File: config.mk
export PLATFORM = sky130hd
export DESIGN_NAME = lda_request_arbiter_flat
export DESIGN_NICKNAME = d
export VERILOG_FILES = /design/src/rtl/lda_request_arbiter_if.sv /design/src/rtl/lda_request_arbiter.sv /design/src/flat_wrapper.sv
export SDC_FILE = /design/constraint.sdc
export NUM_CORES = 1
export LEC_CHECK = 0
export ABC_AREA = 1
export CAP_MARGIN = 20
export CELL_PAD_IN_SITES_DETAIL_PLACEMENT = 1
export CELL_PAD_IN_SITES_GLOBAL_PLACEMENT = 2
export CORE_ASPECT_RATIO = 1.75
export CORE_UTILIZATION = 30
export DETAILED_ROUTE_END_ITERATION = 7
export HOLD_SLACK_MARGIN = 0.05
export PLACE_DENSITY = 0.78
export REMOVE_ABC_BUFFERS = 1
export SYNTH_ARGS = -nofsm -noshare
export SYNTH_HDL_FRONTEND = slang
export SYNTH_SLANG_ARGS = --single-unit
File: constraint.sdc
create_clock -name CLOCK_50 -period 6.08 [get_ports CLOCK_50]
set_input_delay 1.824 -clock CLOCK_50 [delete_from_list [all_inputs] [get_ports CLOCK_50]]
set_output_delay 1.824 -clock CLOCK_50 [all_outputs]
set_load 0.01 [all_outputs]
File: src/rtl/lda_request_arbiter_if.sv
// Request/engine bundle for the line-draw front-end controller.
// master: requesters and engine side; slave: the arbiter.
interface lda_request_arbiter_if #(
  parameter int unsigned CW = 9
);
  logic          req0;
  logic [CW-1:0] req0_x0;
  logic [CW-1:0] req0_y0;
  logic [CW-1:0] req0_x1;
  logic [CW-1:0] req0_y1;
  logic          done0;
  logic          req1;
  logic [CW-1:0] req1_x0;
  logic [CW-1:0] req1_y0;
  logic [CW-1:0] req1_x1;
  logic [CW-1:0] req1_y1;
  logic          done1;
  logic          lda_done;
  logic          lda_start;
  logic          steep;
  logic [CW-1:0] realx0;
  logic [CW-1:0] realy0;
  logic [CW-1:0] realx1;
  logic [CW-1:0] realy1;
  logic          busy;
  logic          grant;

  modport master (
    output req0, req0_x0, req0_y0, req0_x1, req0_y1,
    output req1, req1_x0, req1_y0, req1_x1, req1_y1,
    output lda_done,
    input  done0, done1, lda_start, steep, realx0, realy0, realx1, realy1, busy, grant
  );

  modport slave (
    input  req0, req0_x0, req0_y0, req0_x1, req0_y1,
    input  req1, req1_x0, req1_y0, req1_x1, req1_y1,
    input  lda_done,
    output done0, done1, lda_start, steep, realx0, realy0, realx1, realy1, busy, grant
  );
endinterface

File: src/rtl/lda_request_arbiter.sv
// Round-robin front end for the Bresenham line engine: picks a requester, latches its
// endpoints, derives steep/ordered coordinates, runs the engine start handshake and
// acknowledges the winner with a one-cycle done pulse.
module lda_request_arbiter #(
  parameter int unsigned CW = 9
) (
  input logic                  CLOCK_50,
  input logic                  reset,
  lda_request_arbiter_if.slave bus
);

  typedef enum logic [2:0] {
    StIdle,
    StLatch,
    StPrep,
    StStart,
    StRelease,
    StAck
  } state_e;

  state_e        state_q, state_d;
  logic          grant_q, grant_d;
  // Requester that wins when both are asking.
  logic          rr_q, rr_d;
  logic [CW-1:0] x0_q, y0_q, x1_q, y1_q;
  logic [CW-1:0] realx0_q, realy0_q, realx1_q, realy1_q;
  logic          steep_q;

  // Geometry of the latched line, consumed in StPrep.
  logic [CW:0]   dx, dy;
  logic          steep_c, order_swap;
  logic [CW-1:0] a0, b0, a1, b1;

  // Next-state and arbitration decision.
  always_comb begin
    state_d = state_q;
    grant_d = grant_q;
    rr_d    = rr_q;
    unique case (state_q)
      StIdle: begin
        // lda_done still high means the engine has not returned to idle yet.
        if ((bus.req0 || bus.req1) && !bus.lda_done) state_d = StLatch;
      end
      StLatch: begin
        if (bus.req0 && bus.req1) grant_d = rr_q;
        else                      grant_d = bus.req1;
        state_d = StPrep;
      end
      StPrep:    state_d = StStart;
      StStart:   if (bus.lda_done)  state_d = StRelease;
      StRelease: if (!bus.lda_done) state_d = StAck;
      StAck: begin
        rr_d    = ~grant_q;
        state_d = StIdle;
      end
      default:   state_d = StIdle;
    endcase
  end

  // Steep test, optional x/y swap, then order so the first coordinate ascends.
  always_comb begin
    dx         = (x1_q >= x0_q) ? ({1'b0, x1_q} - {1'b0, x0_q}) : ({1'b0, x0_q} - {1'b0, x1_q});
    dy         = (y1_q >= y0_q) ? ({1'b0, y1_q} - {1'b0, y0_q}) : ({1'b0, y0_q} - {1'b0, y1_q});
    steep_c    = (dy > dx);
    a0         = steep_c ? y0_q : x0_q;
    b0         = steep_c ? x0_q : y0_q;
    a1         = steep_c ? y1_q : x1_q;
    b1         = steep_c ? x1_q : y1_q;
    order_swap = (a0 > a1);
  end

  // State, owner and coordinate registers; real*/steep hold from one StPrep to the next.
  always_ff @(posedge CLOCK_50 or negedge reset) begin
    if (!reset) begin
      state_q  <= StIdle;
      grant_q  <= 1'b0;
      rr_q     <= 1'b0;
      x0_q     <= '0;
      y0_q     <= '0;
      x1_q     <= '0;
      y1_q     <= '0;
      realx0_q <= '0;
      realy0_q <= '0;
      realx1_q <= '0;
      realy1_q <= '0;
      steep_q  <= 1'b0;
    end else begin
      state_q <= state_d;
      grant_q <= grant_d;
      rr_q    <= rr_d;
      if (state_q == StLatch) begin
        x0_q <= grant_d ? bus.req1_x0 : bus.req0_x0;
        y0_q <= grant_d ? bus.req1_y0 : bus.req0_y0;
        x1_q <= grant_d ? bus.req1_x1 : bus.req0_x1;
        y1_q <= grant_d ? bus.req1_y1 : bus.req0_y1;
      end
      if (state_q == StPrep) begin
        steep_q  <= steep_c;
        realx0_q <= order_swap ? a1 : a0;
        realy0_q <= order_swap ? b1 : b0;
        realx1_q <= order_swap ? a0 : a1;
        realy1_q <= order_swap ? b0 : b1;
      end
    end
  end

  // Outputs decode from registered state only, so reset clears them immediately.
  assign bus.lda_start = (state_q == StStart);
  assign bus.busy      = (state_q != StIdle);
  assign bus.done0     = (state_q == StAck) && !grant_q;
  assign bus.done1     = (state_q == StAck) && grant_q;
  assign bus.grant     = grant_q;
  assign bus.steep     = steep_q;
  assign bus.realx0    = realx0_q;
  assign bus.realy0    = realy0_q;
  assign bus.realx1    = realx1_q;
  assign bus.realy1    = realy1_q;

endmodule

File: src/flat_wrapper.sv
// flat-port wrapper written by rule: the top's interface ports become plain ports
module lda_request_arbiter_flat 
#(
  parameter int unsigned CW = 9
)
  (CLOCK_50, reset, bus_req0, bus_req0_x0, bus_req0_y0, bus_req0_x1, bus_req0_y1, bus_req1, bus_req1_x0, bus_req1_y0, bus_req1_x1, bus_req1_y1, bus_lda_done, bus_done0, bus_done1, bus_lda_start, bus_steep, bus_realx0, bus_realy0, bus_realx1, bus_realy1, bus_busy, bus_grant);
  lda_request_arbiter_if #(.CW(CW)) bus_i ();
  input logic CLOCK_50;
  input logic reset;
  input wire logic [$bits(bus_i.req0)-1:0] bus_req0;
  input wire logic [$bits(bus_i.req0_x0)-1:0] bus_req0_x0;
  input wire logic [$bits(bus_i.req0_y0)-1:0] bus_req0_y0;
  input wire logic [$bits(bus_i.req0_x1)-1:0] bus_req0_x1;
  input wire logic [$bits(bus_i.req0_y1)-1:0] bus_req0_y1;
  input wire logic [$bits(bus_i.req1)-1:0] bus_req1;
  input wire logic [$bits(bus_i.req1_x0)-1:0] bus_req1_x0;
  input wire logic [$bits(bus_i.req1_y0)-1:0] bus_req1_y0;
  input wire logic [$bits(bus_i.req1_x1)-1:0] bus_req1_x1;
  input wire logic [$bits(bus_i.req1_y1)-1:0] bus_req1_y1;
  input wire logic [$bits(bus_i.lda_done)-1:0] bus_lda_done;
  output wire logic [$bits(bus_i.done0)-1:0] bus_done0;
  output wire logic [$bits(bus_i.done1)-1:0] bus_done1;
  output wire logic [$bits(bus_i.lda_start)-1:0] bus_lda_start;
  output wire logic [$bits(bus_i.steep)-1:0] bus_steep;
  output wire logic [$bits(bus_i.realx0)-1:0] bus_realx0;
  output wire logic [$bits(bus_i.realy0)-1:0] bus_realy0;
  output wire logic [$bits(bus_i.realx1)-1:0] bus_realx1;
  output wire logic [$bits(bus_i.realy1)-1:0] bus_realy1;
  output wire logic [$bits(bus_i.busy)-1:0] bus_busy;
  output wire logic [$bits(bus_i.grant)-1:0] bus_grant;
  assign bus_i.req0 = bus_req0;
  assign bus_i.req0_x0 = bus_req0_x0;
  assign bus_i.req0_y0 = bus_req0_y0;
  assign bus_i.req0_x1 = bus_req0_x1;
  assign bus_i.req0_y1 = bus_req0_y1;
  assign bus_i.req1 = bus_req1;
  assign bus_i.req1_x0 = bus_req1_x0;
  assign bus_i.req1_y0 = bus_req1_y0;
  assign bus_i.req1_x1 = bus_req1_x1;
  assign bus_i.req1_y1 = bus_req1_y1;
  assign bus_i.lda_done = bus_lda_done;
  assign bus_done0 = bus_i.done0;
  assign bus_done1 = bus_i.done1;
  assign bus_lda_start = bus_i.lda_start;
  assign bus_steep = bus_i.steep;
  assign bus_realx0 = bus_i.realx0;
  assign bus_realy0 = bus_i.realy0;
  assign bus_realx1 = bus_i.realx1;
  assign bus_realy1 = bus_i.realy1;
  assign bus_busy = bus_i.busy;
  assign bus_grant = bus_i.grant;
  lda_request_arbiter #(.CW(CW)) u_core (.CLOCK_50(CLOCK_50), .reset(reset), .bus(bus_i));
endmodule
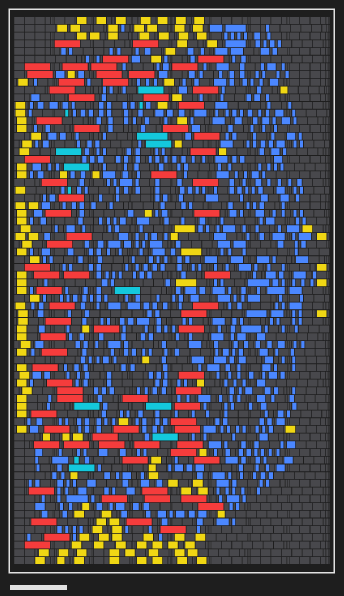
run_1/cell_classes.png
The bar under the picture is 20 µm long. Fill, decap, tap and diode cells in grey.
- clock drivers and dummy loads: cyan (cells 14)
- other buffers and delay cells: yellow (cells 139)
- flip-flops: red (cells 78)
- all other logic: blue (cells 802)
sequential share of cell area: 0.234
final instance area: 8350 µm²
Core Footprint: 21500 µm²

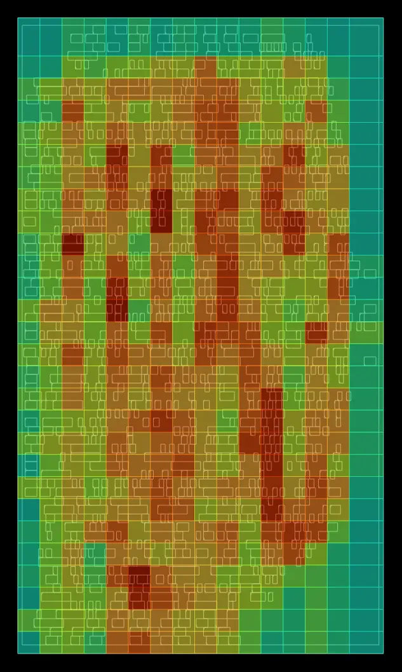
run_1/final_congestion.png
final core occ: 0.388
Tot GR Track Use: 0.231
GRT met2 Usage: 0.454

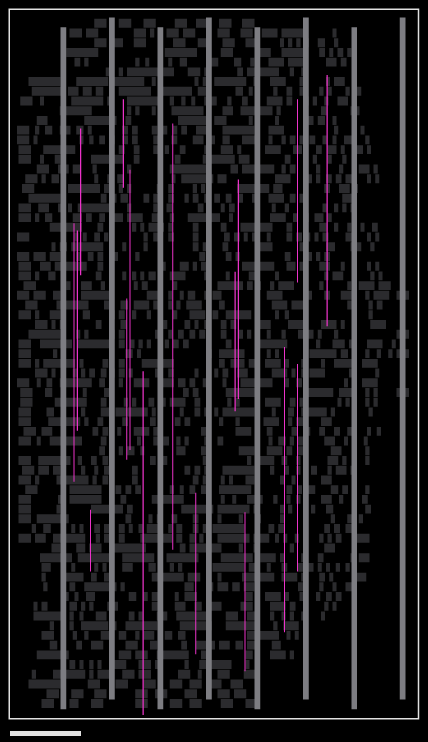
run_1/met4.png
The bar under the picture is 20 µm long. Supply wires on this layer in grey.
- wire length on this layer: 996 µm
- main direction: vertical
- longest straight run: 119 µm
- nets with wire on the layer: 16
- share of all routed wire: 4.0%

==> run 1: cell usage after synthesis (2+ instances only) <==
cell type  instances  share of area
a21o_1             2         0.0023
a21oi_1           46          0.035
a21oi_2           29          0.038
and2_1             9         0.0085
buf_1              2         0.0011
buf_2             18          0.014
buf_4              4         0.0046
buf_6              7          0.012
clkbuf_1          13         0.0074
dfrtp_1           78           0.30
fa_1               4          0.012
ha_1              55           0.10
inv_1             86          0.049
inv_2              5         0.0028
nand2_1          236           0.13
nand3_1          158           0.12
nand3_2            2         0.0030
nand4_1            4         0.0038
nor2_1            60          0.034
nor2_2             3         0.0028
nor3_1             3         0.0023
o211ai_1           2         0.0023
o21ai_0           15          0.011
o21ai_1            2         0.0015
o21bai_1           3         0.0034
o22ai_1           36          0.034
or2_2              4         0.0038
xnor2_1            2         0.0027
xor2_1            23          0.031
==> run 1: logic make-up after synthesis <==
kind of cell,count (synthesis),synth area share
AOI/OAI and AO/OA,142,0.139
xor gates and xnor gates,25,0.0332
adders and majority gates,59,0.116
buffers and inverters,136,0.0912
DFF,78,0.296
and+or+nand+nor,485,0.325
==> run 1: worst max path at each step <==
stage,to,slack (ps)
finish,u_core.bus.realy1[4]$_DFFE_PN0P_,620
global route,u_core.bus.realy1[4]$_DFFE_PN0P_,6
CTS,u_core.bus.realx0[4]$_DFFE_PN0P_,580
detailed placement,u_core.bus.realx0[4]$_DFFE_PN0P_,610
global placement,u_core.bus.realx0[4]$_DFFE_PN0P_,680
floorplan,u_core.bus.realy0[0]$_DFFE_PN0P_,950
==> run 1: cell type report <==
class / instances / area [µm²]
repair buffers: 139 / 1370
flip-flops and latches: 78 / 1950
clock inverters: 2 / 35.0
inverters: 91 / 342
well taps: 292 / 365
fillers: 2738 / 13100
multi-input cells: 711 / 4050
clock buffers: 12 / 236
==> run 1: flip-flops by register name (all words and copies together) (netlist names) <==
register           count
u_core.y1_q            9
u_core.bus.realx1      9
u_core.x1_q            9
u_core.bus.realy0      9
u_core.bus.steep       1
u_core.bus.realx0      9
u_core.y0_q            9
u_core.rr_q            1
u_core.bus.realy1      9
u_core.bus.grant       1
u_core.x0_q            9
u_core.state_q         3
==> run 1: layout by cell type (no fill, tap or decap), drive strengths merged, types with 4 or more instances in the layout <==
cell,count
nand2,238
nand3,161
clkdlybuf4s50,117
inv,91
dfrtp,78
a21oi,75
nor2,63
ha,55
o22ai,36
xor2,23
buf,22
o21ai,17
clkbuf,12
and2,9
nand4,5
or2,4
fa,4
nor3,4
==> run 1: per-layer routing <==
layer,global-route usage,up-vias,part of all wire
met4,0.109,2,0.040
met5,0,-,0.00052
met1,0.239,3251,0.38
met2,0.454,99,0.56
met3,0.0230,42,0.020
li1,-,3276,-
==> run 1: metrics by stage <==
| stage | instances | util |
|---|---|---|
| after global routing | 1325 | 0.388 |
| final | 1325 | 0.388 |
| after detailed placement | 1311 | 0.376 |
| after floorplan | 880 | - |
| after CTS | 1325 | 0.388 |
| after global placement | 1311 | 0.376 |
==> run summary, run 1 <==
impl run done, here's what came out: CTS Hold Bufs=0, Arr. time, crit path=5690 ps, DR pass1 iterations=4, Crit. End Element=flop, Setup Slack @ Placement=605 ps, Setup Crit Path Kind=reg -> reg, Wirelength per Cell=18.9 µm, fraction of registers with async set/reset=1.00, total CTS buffers=9, Die Area=22600 µm², clk_lat worst skew=340 ps, Synth Seq Share=0.296, HP Start=u_core.bus.realx1[0]$_DFFE_PN0P_, H-tree level count=3, outcome=finished, final reports clean, total gr overflow=0, Largest stage delay, worst path=460 ps, number of cells on the critical path=28, Pre-Place Util=0.307, vias in the first global route=7085, cell count after synthesis=925, # setup viols final=0, # resized after CTS=0, R2R setup slack=620 ps, postcts setup bufs=0, CTS clock-pin slew for the worst setup and hold paths=60 ps, I/O Buffers=118, Area Growth Syn to Fin=26.5%, skew final=6.17 ps, Worst setup SP type=flop, tool warnings=43, source of the critical timing path=u_core.y1_q[3]$_DFFE_PN0N_, area of the mapped netlist=6600 µm², worst-path fanout max=28, CTS tree=yes, Worst Max-Slew Pin Slew=841 ps, Hold Violations, Final=0, Die Ht=198 µm, vias=6670
==> run 1 -> run 2 <==
Settings changed: CAP_MARGIN 20 to not set.
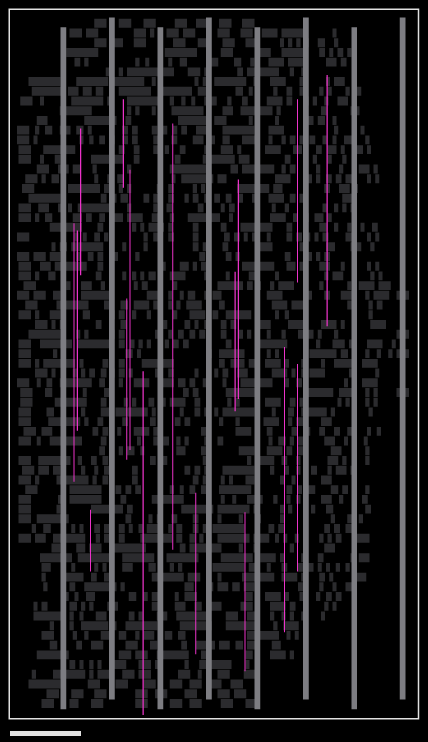
run_2/met4.png
The bar under the picture is 20 µm long. Supply wires on this layer in grey.
- nets with wire on the layer: 16
- share of all routed wire: 4.0%
- wire length on this layer: 996 µm
- longest straight run: 119 µm

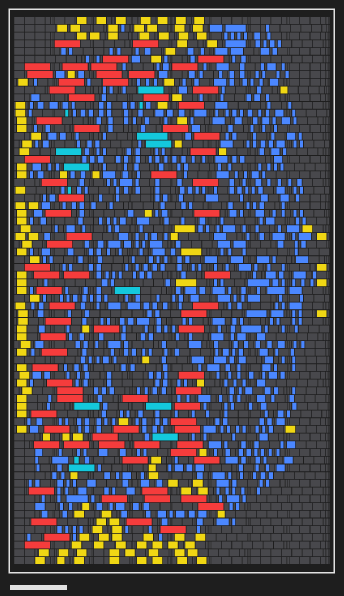
run_2/cell_classes.png
The bar under the picture is 20 µm long. Fill, decap, tap and diode cells in grey.
- other buffers and delay cells: yellow (cells 139)
- flip-flops: red (cells 78)
- all other logic: blue (cells 802)
- clock drivers and dummy loads: cyan (cells 14)

==> run 2 against run 1 <==
  * Fmax unchanged
  * Worst hold slack unchanged
  * Register-to-register slack barely moved
  * Clock-buffer cell count is the same
  * Sequential share of layout area is the same
  * Critical path depth did not move
  * Non-clock buffer count unchanged
  * Area after synthesis stayed put
  * Critical path type unchanged
  * Clock skew stayed put
==> run summary, run 2 <==
impl run done, here's what came out: area of the mapped netlist=6600 µm², top cells by count=nand2_1, nand3_1, inv_1, vias in the first global route=7085, fraction of registers with async set/reset=1.00, CTS clock-pin slew for the worst setup and hold paths=60 ps, skew final=6.17 ps, Pre-Place Util=0.307, H-tree level count=3, total CTS buffers=9, post-placement cell count=1311, DR pass1 iterations=4, R2R setup slack=620 ps, tool warnings=43, Area Growth Syn to Fin=26.5%, outcome=finished, final reports clean, dominant logic cell types in the final layout=nand2_1, nand3_1, clkdlybuf4s50_1, Top cell excl fill/tap=nand2_1, CTS Hold Bufs=0, Largest stage delay, worst path=460 ps, Die Area=22600 µm², area leader, netlist=dfrtp_1, Synth Seq Share=0.296, cell count after synthesis=925, Setup Crit Path Kind=reg -> reg, Arr. time, crit path=5690 ps, I/O Buffers=118, worst-path fanout max=28, Top-area cell share=0.296, # setup viols final=0, postcts setup bufs=0, Top area cell types=dfrtp_1, nand2_1, nand3_1, vias=6670, Tot GR Track Use=0.231
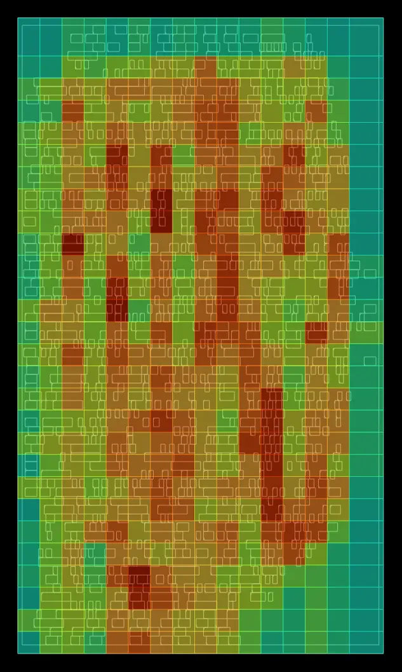
run_2/final_congestion.png
met3 Use GR: 0.0230
met1 Use GR: 0.239
Most Crowded Layer GR: met2

[run 2: worst register-to-register path, delay by kind of cell (launching register included)]
kind	cells	cell delay, ps
AOI/OAI and AO/OA	4	810
DFF	1	460
and+or+nand+nor	15	2210
buffers and inverters	6	870
adders and majority gates	3	1000
[run 2: how the worst max path moves through the flow]
stage,endpoint,cells past startpoint
2_1_floorplan,u_core.bus.realy0[0]$_DFFE_PN0P_,26
3_3_place_gp,u_core.bus.realx0[4]$_DFFE_PN0P_,27
3_5_place_dp,u_core.bus.realx0[4]$_DFFE_PN0P_,28
4_1_cts,u_core.bus.realx0[4]$_DFFE_PN0P_,28
5_1_grt,u_core.bus.realy1[4]$_DFFE_PN0P_,28
6_report,u_core.bus.realy1[4]$_DFFE_PN0P_,28
[run 2: metal layers]
metal	GRT usage	wire length (µm)	vias to the layer above
met5	0	13	-
met4	0.109	995	2
met3	0.0230	498	42
met2	0.454	14000	99
met1	0.239	9490	3251
li1	-	-	3276
[run 2: area by class of cell]
class                      count  area (µm²)  share of cell area
clock inverter                 2        35.0             0.00420
sequential                    78        1950               0.234
timing repair buffer         139        1370               0.165
multi-input combinational    711        4050               0.485
tap                          292         365              0.0438
clock buffer                  12         236              0.0283
inverter                      91         342              0.0409
[run 2: logic make-up after synthesis]
kind of cell,share of synthesized area
AND/OR/NAND/NOR,0.325
flip-flops,0.296
adder cells (fa/ha/maj),0.116
AND-OR/OR-AND,0.139
XOR/XNOR,0.0332
buffers and inverters,0.0912
[run 2: per-stage QoR]
stage          cell area, µm²  setup WS, ps
2_1_floorplan            6340           952
3_3_place_gp             8080           684
3_5_place_dp             8080           605
4_1_cts                  8350           582
5_1_grt                  8350          6.10
6_report                 8350           619
run_2/met1.png
Supply wires on this layer in grey.
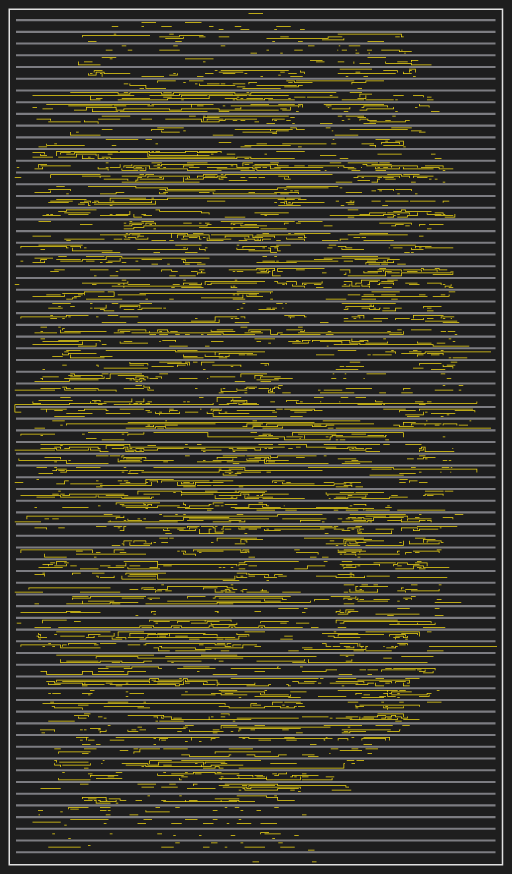

==> run 2 -> run 3 <==
Settings changed: CTS_BUF_LIST set to sky130_fd_sc_hd__clkbuf_16.
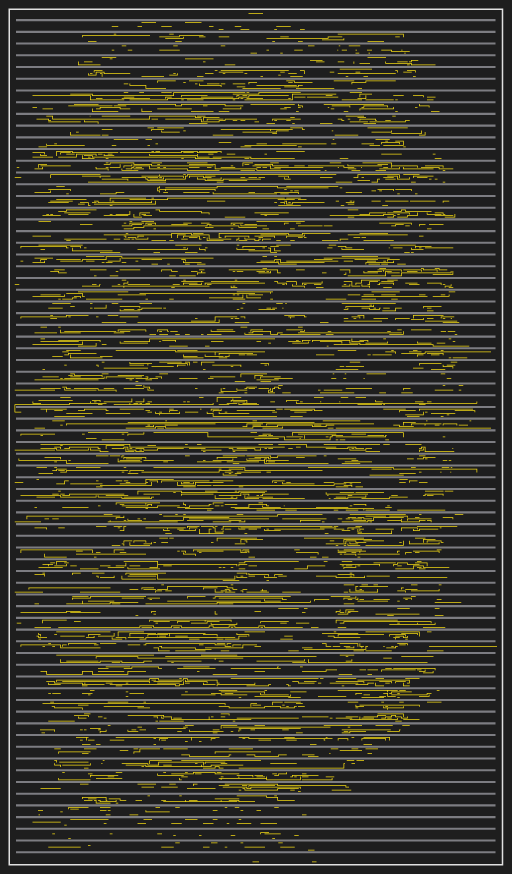
run_3/met1.png
Supply wires on this layer in grey.
- wire length on this layer: 9410 µm
- share of all routed wire: 38%
vias: 6661
DRT Wirelength: 25000 µm

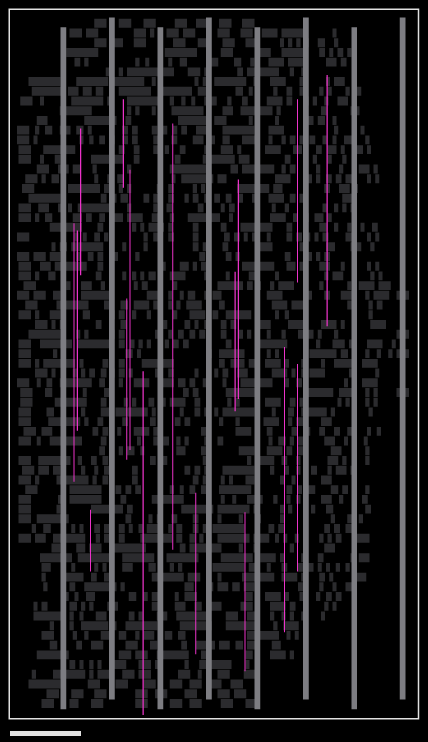
run_3/met4.png
The bar under the picture is 20 µm long. Supply wires on this layer in grey.
- main direction: vertical
- wire length on this layer: 996 µm
- nets with wire on the layer: 16
- longest straight run: 119 µm
- share of all routed wire: 4.0%

==> run 3 against run 2 <==
  * Utilization is the same
  * Die size is the same
  * Clock-buffer cell count shrank 3
  * Wire length is essentially flat
  * Critical path depth is the same
  * Synthesized cell count is the same
  * Sequential share of layout area is the same
  * Register-to-register slack is essentially flat
  * Largest cell class unchanged
  * Highest routed layer unchanged
==> run summary, run 3 <==
impl run done, here's what came out: outcome=finished, final reports clean, Setup Crit Path Kind=reg -> reg, Crit. End Element=flop, final non-filler cell total=1325, Worst setup SP type=flop, Top cell excl fill/tap=nand2_1, Hold Violations, Final=0, H-tree level count=3, top cells by count=nand2_1, nand3_1, inv_1, Pre-Place Util=0.307, CTS clock-pin slew for the worst setup and hold paths=60 ps, dominant logic cell types in the final layout=nand2_1, nand3_1, clkdlybuf4s50_1, # setup viols final=0, cell count after synthesis=925, area of the mapped netlist=6600 µm², most common cell in the netlist=nand2_1, skew final=6.15 ps, ys cells=925, clk_lat worst skew=340 ps, Wirelength per Cell=18.9 µm, Area Growth Syn to Fin=26.5%, HP Start=u_core.bus.realx1[0]$_DFFE_PN0P_, diodes inserted=0, Tot GR Track Use=0.231, area leader, netlist=dfrtp_1, post-placement cell count=1311, Synth Warn #=0, Worst Max-Slew Pin Slew=832 ps, first-pass GRT wire length=39100 µm, Die Area=22600 µm², Top area cell types=dfrtp_1, nand2_1, nand3_1, I/O Buffers=118, total CTS buffers=9, dpl hpwl=19700 µm, total gr overflow=0, Top-area cell share=0.296, tool warnings=43, CTS Hold Bufs=0, Sink Count=78, FMAX=183 MHz, DRC Markers=0, # nets final=1166, fraction of registers with async set/reset=1.00, Synth Seq Share=0.296, R2R setup slack=620 ps, # resized after CTS=0, Core Footprint=21500 µm², vias in the first global route=7085, RR Endpoint=u_core.bus.realy1[4]$_DFFE_PN0P_, max-slew violations=0, DR pass1 iterations=4, Die Ht=198 µm, max_cap viols=0, CTS tree=yes, Arr. time, crit path=5690 ps, worst-path fanout max=28, Root Buffer=clkbuf_16, Die Width=114 µm, Filler cells=2738, postcts setup bufs=0, Largest stage delay, worst path=460 ps
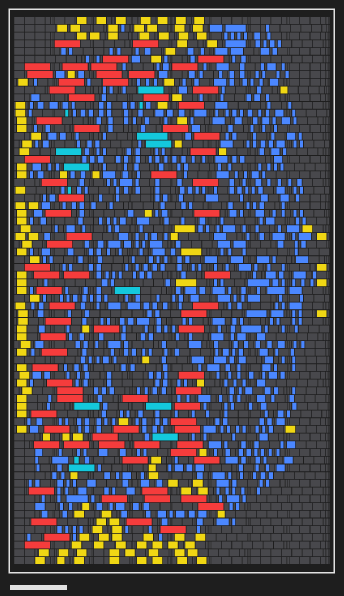
run_3/cell_classes.png
The bar under the picture is 20 µm long. Fill, decap, tap and diode cells in grey.
- clock drivers and dummy loads: cyan (cells 14)
- flip-flops: red (cells 78)
- other buffers and delay cells: yellow (cells 139)
- all other logic: blue (cells 802)
row count: 71

## run 3: cells by family (layout without fill, tap and decap cells)
logic type,count (synthesis),after routing,synth area share
flops,78,78,0.296
xor+xnor,25,25,0.0332
simple gates,485,485,0.325
compound gates,142,142,0.139
buf+inv,136,244,0.0912
fa+ha+maj,59,59,0.116
## run 3: metal layers
layer  track usage  wire, µm  vias up
met5             0        13        -
met1         0.239      9410     3243
met4         0.109       995        2
met3        0.0230       540       42
met2         0.454     14000       97
li1              -         -     3277
## run 3: per-stage QoR
stage	cell area (µm²)	util	setup slack (ps)	hold slack, ps
after global routing	8350	0.388	6.10	525
after detailed placement	8080	0.376	605	469
after floorplan	6340	-	952	515
after CTS	8350	0.388	582	491
after global placement	8080	0.376	684	468
final	8350	0.388	619	488
## run 3: layout make-up
class                   instances  area (µm²)  area share
multi-input cells             711        4050       0.485
flip-flops and latches         78        1950       0.234
repair buffers                139        1370       0.165
well taps                     292         365      0.0438
inverters                      91         342      0.0409
clock buffers                   9         225      0.0270
clock inverters                 5        46.3     0.00554
## run 3: how the worst max path moves through the flow
stage	start	endpoint	slack, ps	cells after the start
3_3_place_gp	u_core.y1_q[3]$_DFFE_PN0N_	u_core.bus.realx0[4]$_DFFE_PN0P_	680	27
2_1_floorplan	u_core.y1_q[0]$_DFFE_PN0N_	u_core.bus.realy0[0]$_DFFE_PN0P_	950	26
4_1_cts	u_core.y1_q[3]$_DFFE_PN0N_	u_core.bus.realx0[4]$_DFFE_PN0P_	580	28
5_1_grt	u_core.y1_q[3]$_DFFE_PN0N_	u_core.bus.realy1[4]$_DFFE_PN0P_	6	28
6_report	u_core.y1_q[3]$_DFFE_PN0N_	u_core.bus.realy1[4]$_DFFE_PN0P_	620	28
3_5_place_dp	u_core.y1_q[3]$_DFFE_PN0N_	u_core.bus.realx0[4]$_DFFE_PN0P_	610	28
## run 3: worst max-delay path, delay by kind of cell (launching register included)
family	cells	cell delay, ps
and+or+nand+nor	15	2200
adders and majority gates	3	990
buffers and inverters	6	870
AOI/OAI and AO/OA	4	810
DFF	1	460
